$ cat src/rtl/unified_mem_arbiter.sv
// rtl/unified_mem_arbiter.sv - shares one single-port memory between fetch and load/store ports
module unified_mem_arbiter #(
    parameter int ADDR_W  = 32,
    parameter int DATA_W  = 32,
    parameter int TIMEOUT = 16
) (
    input  logic              clk,
    input  logic              reset,
    input  logic              if_req,
    input  logic [ADDR_W-1:0] if_addr,
    output logic              if_gnt,
    output logic              if_rvalid,
    output logic [DATA_W-1:0] if_rdata,
    input  logic              d_req,
    input  logic              d_we,
    input  logic [ADDR_W-1:0] d_addr,
    input  logic [DATA_W-1:0] d_wdata,
    output logic              d_gnt,
    output logic              d_rvalid,
    output logic [DATA_W-1:0] d_rdata,
    output logic              mem_en,
    output logic              mem_we,
    output logic [ADDR_W-1:0] mem_addr,
    output logic [DATA_W-1:0] mem_wdata,
    input  logic [DATA_W-1:0] mem_rdata,
    input  logic              mem_ready,
    output logic              busy,
    output logic              err
);

    localparam int CNT_W = $clog2(TIMEOUT) + 1;

    typedef enum logic {
        IDLE   = 1'b0,
        ACCESS = 1'b1
    } state_t;

    state_t            state;
    state_t            state_next;
    logic [ADDR_W-1:0] addr_q;
    logic              we_q;
    logic [DATA_W-1:0] wdata_q;
    logic              owner_d;
    logic              last_d;
    logic [CNT_W-1:0]  cnt;
    logic              pick_if;
    logic              pick_d;
    logic              start;
    logic              done_ok;
    logic              done_to;

    // Arbitration: a lone requester wins; on a tie the port not granted last time wins.
    always_comb begin
        pick_d  = d_req && (!if_req || !last_d);
        pick_if = if_req && (!d_req || last_d);
        start   = (state == IDLE) && (pick_d || pick_if);
        done_ok = (state == ACCESS) && mem_ready;
        done_to = (state == ACCESS) && !mem_ready && (cnt == CNT_W'(TIMEOUT - 1));
    end

    // State register.
    always_ff @(posedge clk or negedge reset) begin
        if (!reset) begin
            state <= IDLE;
        end else begin
            state <= state_next;
        end
    end

    // Next state: leave IDLE on a transfer, return when the access completes or aborts.
    always_comb begin
        state_next = state;
        case (state)
            IDLE:    if (start) state_next = ACCESS;
            ACCESS:  if (done_ok || done_to) state_next = IDLE;
            default: state_next = IDLE;
        endcase
    end

    // Outputs: grants only in IDLE, memory bus driven from the latches only in ACCESS.
    always_comb begin
        if_gnt    = (state == IDLE) && pick_if;
        d_gnt     = (state == IDLE) && pick_d;
        mem_en    = (state == ACCESS);
        mem_we    = (state == ACCESS) && we_q;
        mem_addr  = (state == ACCESS) ? addr_q : '0;
        mem_wdata = (state == ACCESS) ? wdata_q : '0;
        busy      = (state == ACCESS);
    end

    // Request latches, timeout counter, response registers and the sticky error flag.
    always_ff @(posedge clk or negedge reset) begin
        if (!reset) begin
            addr_q    <= '0;
            we_q      <= 1'b0;
            wdata_q   <= '0;
            owner_d   <= 1'b0;
            last_d    <= 1'b0;
            cnt       <= '0;
            if_rvalid <= 1'b0;
            if_rdata  <= '0;
            d_rvalid  <= 1'b0;
            d_rdata   <= '0;
            err       <= 1'b0;
        end else begin
            if_rvalid <= 1'b0;
            d_rvalid  <= 1'b0;
            if (start) begin
                addr_q  <= (pick_d ? d_addr : if_addr) & ~ADDR_W'(3);
                we_q    <= pick_d && d_we;
                wdata_q <= pick_d ? d_wdata : '0;
                owner_d <= pick_d;
                last_d  <= pick_d;
                cnt     <= '0;
            end else if (state == ACCESS) begin
                cnt <= cnt + CNT_W'(1);
            end
            if (done_ok || done_to) begin
                if (owner_d) begin
                    d_rvalid <= 1'b1;
                    d_rdata  <= (done_ok && !we_q) ? mem_rdata : '0;
                end else begin
                    if_rvalid <= 1'b1;
                    if_rdata  <= done_ok ? mem_rdata : '0;
                end
            end
            if (done_to) begin
                err <= 1'b1;
            end
        end
    end

endmodule

$ cat config.mk
export PLATFORM = sky130hd
export DESIGN_NAME = unified_mem_arbiter
export DESIGN_NICKNAME = d
export VERILOG_FILES = /design/src/rtl/unified_mem_arbiter.sv
export SDC_FILE = /design/constraint.sdc
export NUM_CORES = 1
export LEC_CHECK = 0
export CORE_MARGIN = 10
export CORE_UTILIZATION = 38
export CTS_BUF_LIST = sky130_fd_sc_hd__clkbuf_4 sky130_fd_sc_hd__clkbuf_8
export CTS_CLUSTER_SIZE = 30
export DETAILED_ROUTE_END_ITERATION = 8
export PLACE_DENSITY = 0.78
export SLEW_MARGIN = 20
export SYNTH_ARGS = -nofsm -noshare
export SYNTH_HDL_FRONTEND = slang
export SYNTH_SLANG_ARGS = --single-unit
$ cat constraint.sdc
create_clock -name clk -period 1.74 [get_ports clk]
set_clock_uncertainty 0.05 [all_clocks]
set_input_delay 0.522 -clock clk [delete_from_list [all_inputs] [get_ports clk]]
set_output_delay 0.522 -clock clk [all_outputs]
set_load 0.01 [all_outputs]
Fig. 1: run 1, placement by cell class
Drawn at 2 px/um.
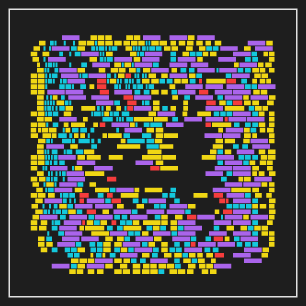
colour	class	cells	share of their area
yellow	other buffers and delay cells	337	38%
cyan	all other logic	324	23%
red	clock drivers and dummy loads	32	3.6%
purple	flip-flops	137	35%
sequential fraction of total cell area: 0.3422
placeable core region: 14700 um2
post-route cell area: 10030 um2
Post-Route Utilization: 0.6821
Row Count: 44

Fig. 2: run 1, a small window of the routed layout
Window x 23 to 48, y 95 to 120 um. Cells in grey, sequential cells in the stronger grey; small squares are vias.
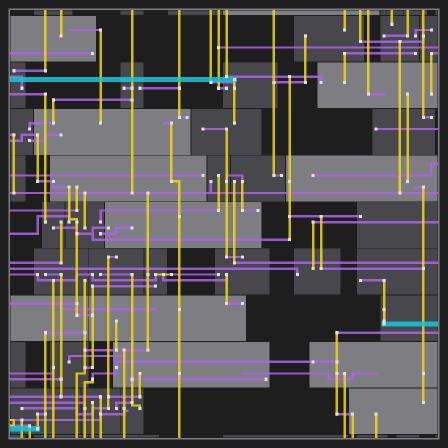
colour	layer
cyan	met3
yellow	met2
purple	met1
cells with their middle in the window	36
netlist names of flops here include	`addr_q` (9), `cnt` (2)
sequential cells in the window	11
most frequent	dfrtp_1 (11)

==> results_slide.txt, run 1 <==
Flow Results at a Glance

Worst setup path
  • Worst path top cell family by delay: flip-flops
  • Critical path startpoint category: flop
  • Worst R2R Setup Slack: -0.17 ns
  • CP required: 1.17 ns
  • Total stage count of the critical path: 4

Status
  • Run status: finished with violations
  • Failing checks: setup timing

Logic synthesis
  • Cell type with the largest total area: sky130_fd_sc_hd__dfrtp_1
  • Ys cells: 508
  • Simple-Gate Fraction of Synth Area: 0.1442

Placement
  • Post-DP Area: 8725 um2
  • Placer congestion estimate: 0.8540

CTS
  • # Post-CTS Setup Buffers: 15
  • Cell at the root of the clock tree: sky130_fd_sc_hd__clkbuf_8
  • Htree depth: 4

Min path
  • Number of cells on the worst hold path: 1

Job
  • Tool warnings: 33
  • Total of max-cap violations: 0

Drt
  • DRC violation count after routing: 0

Global route
  • Global-route usage over all layers: 0.1985
  • Number of antenna violations at the first check in global routing: 0

Final layout
  • Total area of multi-input combinational cells: 2263 um2
  • Ratio of cells with drive above 1 in the final layout: 0.3072

Final timing
  • PnR worst setup slack: -0.2917 ns
  • Count of final setup violators: 157

Pwr
  • Switching Share: 0.3317
Fig. 3: run 1, met1 routing
Drawn at 3 px/um.
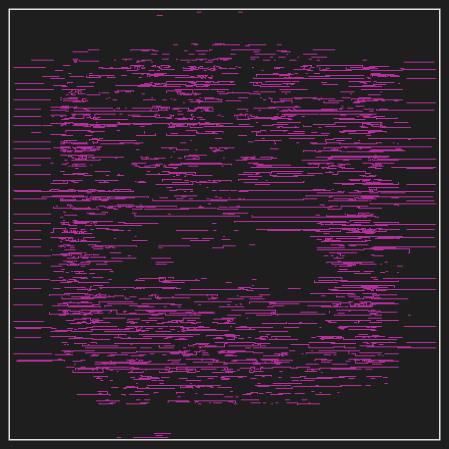
longest straight run	38.2 um
nets with wire on the layer	819
main direction	horizontal
met1 Use GR: 0.2208
Via Count: 5344
final routed wirelength across all metal layers: 21720 um

Fig. 4: run 1, cells by drive strength
Drawn at 2 px/um.
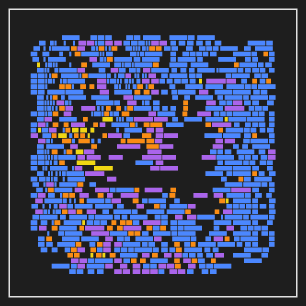
colour	size	cells	share
yellow	drive 2	17	2.0%
orange	drive 3 to 4	110	13%
purple	drive 6 and up	128	15%
blue	drive 1 or less	575	69%
Area Growth Syn to Fin: 74.31%
bufs w/o clock: 337
PnR worst setup slack: -0.2917 ns

run 1: area by class of cell:
type / count / share of cell area
Timing Repair Buffer: 337 / 0.3716
Multi-Input combinational cell: 319 / 0.2258
Sequential cell: 137 / 0.3422
Clock buffer: 19 / 0.02608
Clock inverter: 13 / 0.009485
Tap cell: 184 / 0.02296
Inverter: 5 / 0.001872
run 1: routing by layer:
| layer | up-vias | GRT usage | wire length, um |
|---|---|---|---|
| li1 | 2404 | - | - |
| met1 | 2646 | 0.2208 | 8151 |
| met2 | 263 | 0.3432 | 11220 |
| met3 | 31 | 0.07231 | 1919 |
| met4 | 0 | 0.06895 | 429 |
| met5 | - | 0 | 0 |
==> run 2, diff against run 1 <==
--- a/config.mk
+++ b/config.mk
@@ -6,10 +6,11 @@
 export NUM_CORES = 1
 export LEC_CHECK = 0
 export CORE_MARGIN = 10
-export CORE_UTILIZATION = 38
+export CORE_UTILIZATION = 40
 export CTS_BUF_LIST = sky130_fd_sc_hd__clkbuf_4 sky130_fd_sc_hd__clkbuf_8
 export CTS_CLUSTER_SIZE = 30
 export DETAILED_ROUTE_END_ITERATION = 8
+export HOLD_SLACK_MARGIN = 0.05
 export PLACE_DENSITY = 0.78
 export SLEW_MARGIN = 20
 export SYNTH_ARGS = -nofsm -noshare
==> constraint.sdc (replaced) <==
create_clock -name clk -period 2.2 [get_ports clk]
set_clock_uncertainty 0.05 [all_clocks]
set_input_delay 0.66 -clock clk [delete_from_list [all_inputs] [get_ports clk]]
set_output_delay 0.66 -clock clk [all_outputs]
set_load 0.01 [all_outputs]
==> run 2 against run 1 <==
The run now ends clean. Sequential share of layout area grew 2.7 points. Synthesized cell count is the same. Utilization shrank 1.7 points. Count of clock-buffer cells in the layout shrank 1. Cell count shrank 3.8%. Flip-flop count is the same. Highest routed layer unchanged. Critical path depth is the same. Synthesized area is the same. Via count shrank 4.7%.
==> results_slide.txt, run 2 <==
Flow Results at a Glance

Final layout
  • Net count, final: 916
  • Combinational share of cell area: 0.2292 (+0.003459)
  • Signal buf overhead: 0.3302 (-0.04140)
  • Multi-In Gates: 319 (unchanged)
  • FF+latch count: 137 (unchanged)
  • Sequential fraction of total cell area: 0.3687 (+0.02652)
  • Number of clock buffers in the layout: 18 (-1)
  • Ratio of cells with drive above 1 in the final layout: 0.2295 (-0.07772)
  • Registers with the most flip-flops: d_rdata x32, if_rdata x32, wdata_q x32
  • Max-area cell class: registers
  • Clock buffers and inverters, area share: 0.04506 (+0.009496)
  • Total area of multi-input combinational cells: 2132 um2 (-5.8%)
  • Inverters: 5 (unchanged)
  • Post-Route Utilization: 0.6649 (-0.01714)

CTS
  • # Post-CTS Setup Buffers: 4 (-11)
  • Htree depth: 4 (unchanged)
  • Cell at the root of the clock tree: sky130_fd_sc_hd__clkbuf_8
  • CTS resizes: 275

Job
  • Tool warnings: 32 (-3.0%)
  • Total of max-cap violations: 0 (unchanged)

Die
  • Row Count: 43 (-2.3%)
  • Pre-Place Util: 0.4112
  • Placeable core region: 13990 um2 (-4.8%)
  • Tapcell count: 180 (-2.2%)

Worst setup path
  • Worst R2R Setup Slack: 0.19 ns (+0.36 ns)
  • Worst path top cell family by delay: flip-flops
  • Critical path's largest stage delay: 0.45 ns
  • Total stage count of the critical path: 4 (unchanged)
  • Critical path startpoint category: flop
  • Setup Crit Path Kind: reg2out
  • CP required: 1.49 ns (+0.32 ns)
  • Crit Path Max Fanout: 4
  • Type of element capturing the critical path: output port

Drt
  • Final routed wirelength across all metal layers: 19660 um (-9.5%)
  • DRC violation count after routing: 0 (unchanged)
  • Via Count: 5092 (-4.7%)

Logic synthesis
  • Ys cells: 508 (unchanged)
  • Cell type with the largest total area: sky130_fd_sc_hd__dfrtp_1
  • Netlist area before placement: 5752 um2

Pwr
  • Switching Share: 0.3144 (-0.01727)
  • Largest voltage drop on the vdd net: 0.4356 mV
  • Relative contribution of sequential cells to total power: 0.382

Final timing
  • Count of final setup violators: 0 (-100%)
  • Final Hold Slack: 0.07195 ns
  • FMAX: 454.9 MHz
  • Final tally of max-slew violations: 0

Placement
  • Placer congestion estimate: 0.8790 (+2.9%)
  • Post-DP Area: 8647 um2 (-0.89%)

Status
  • Run status: finished clean
-- run 2: cell counts after synthesis --
No cell type changed its count.
-- run 2: cell families (layout without fill, tap and decap cells) --
family / count (synthesis) / count (layout) / synth area share
xor gates and xnor gates: 2 / 2 / 0.003046
and+or+nand+nor: 172 / 172 / 0.1442
DFF: 137 / 137 / 0.5960
muxes: 3 / 3 / 0.005221
AOI/OAI and AO/OA: 138 / 138 / 0.1949
adders and majority gates: 2 / 2 / 0.004350
buffers and inverters: 53 / 337 / 0.05155
other: 1 / 4 / 0.0006520
-- run 2: per-layer routing --
layer  share of wire  vias to the layer above  GRT usage  wire, um
li1                -                     2317          -         -
met1            0.39                     2501     0.2069      7584
met2            0.50                      233     0.3180      9762
met3           0.087                       41    0.08215      1719
met4           0.030                        0    0.06739       590
met5               0                        -          0         0
Fig. 5: run 2, a small window of the routed layout
Window x 22 to 47, y 92 to 117 um. Cells in grey, sequential cells in the stronger grey; small squares are vias.
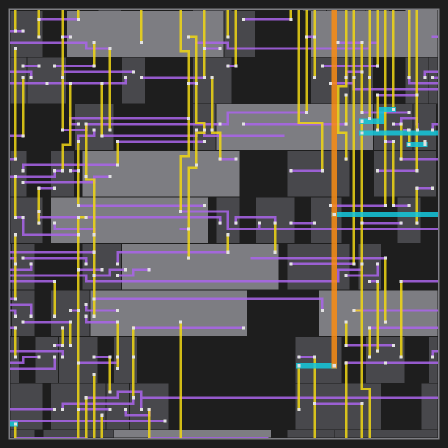
colour	layer
orange	met4
purple	met1
yellow	met2
cyan	met3
netlist names of flops here include	`addr_q` (8)
cells with their middle in the window	44
most frequent	a31oi_1 (9), nor2_1 (8), dfrtp_1 (8)
sequential cells in the window	8

Fig. 6: run 2, cells by drive strength
Drawn at 3 px/um.
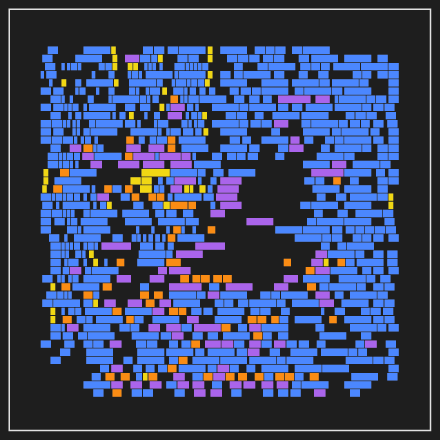
colour	size	cells	share	most used
yellow	drive 2	39	4.9%	buf_2
purple	drive 6 and up	82	10%	buf_6
blue	drive 1 or less	611	77%	clkdlybuf4s50_1
orange	drive 3 to 4	61	7.7%	and2_4
Area Growth Syn to Fin: 61.71%
post-route cell area: 9301 um2
PnR worst setup slack: 0.001937 ns
bufs w/o clock: 300

Fig. 7: run 2, track usage over the die
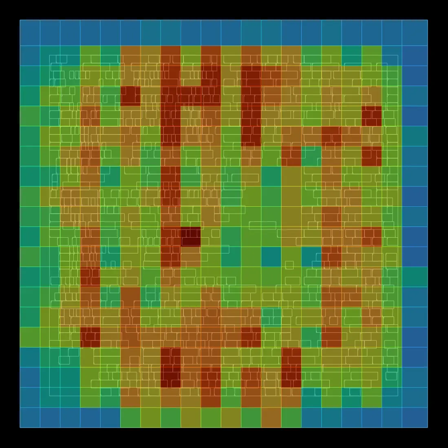
met1 Use GR: 0.2069
global-route usage over all layers: 0.1886

Power figures rest on the tool's default switching activity, not on a simulated workload.
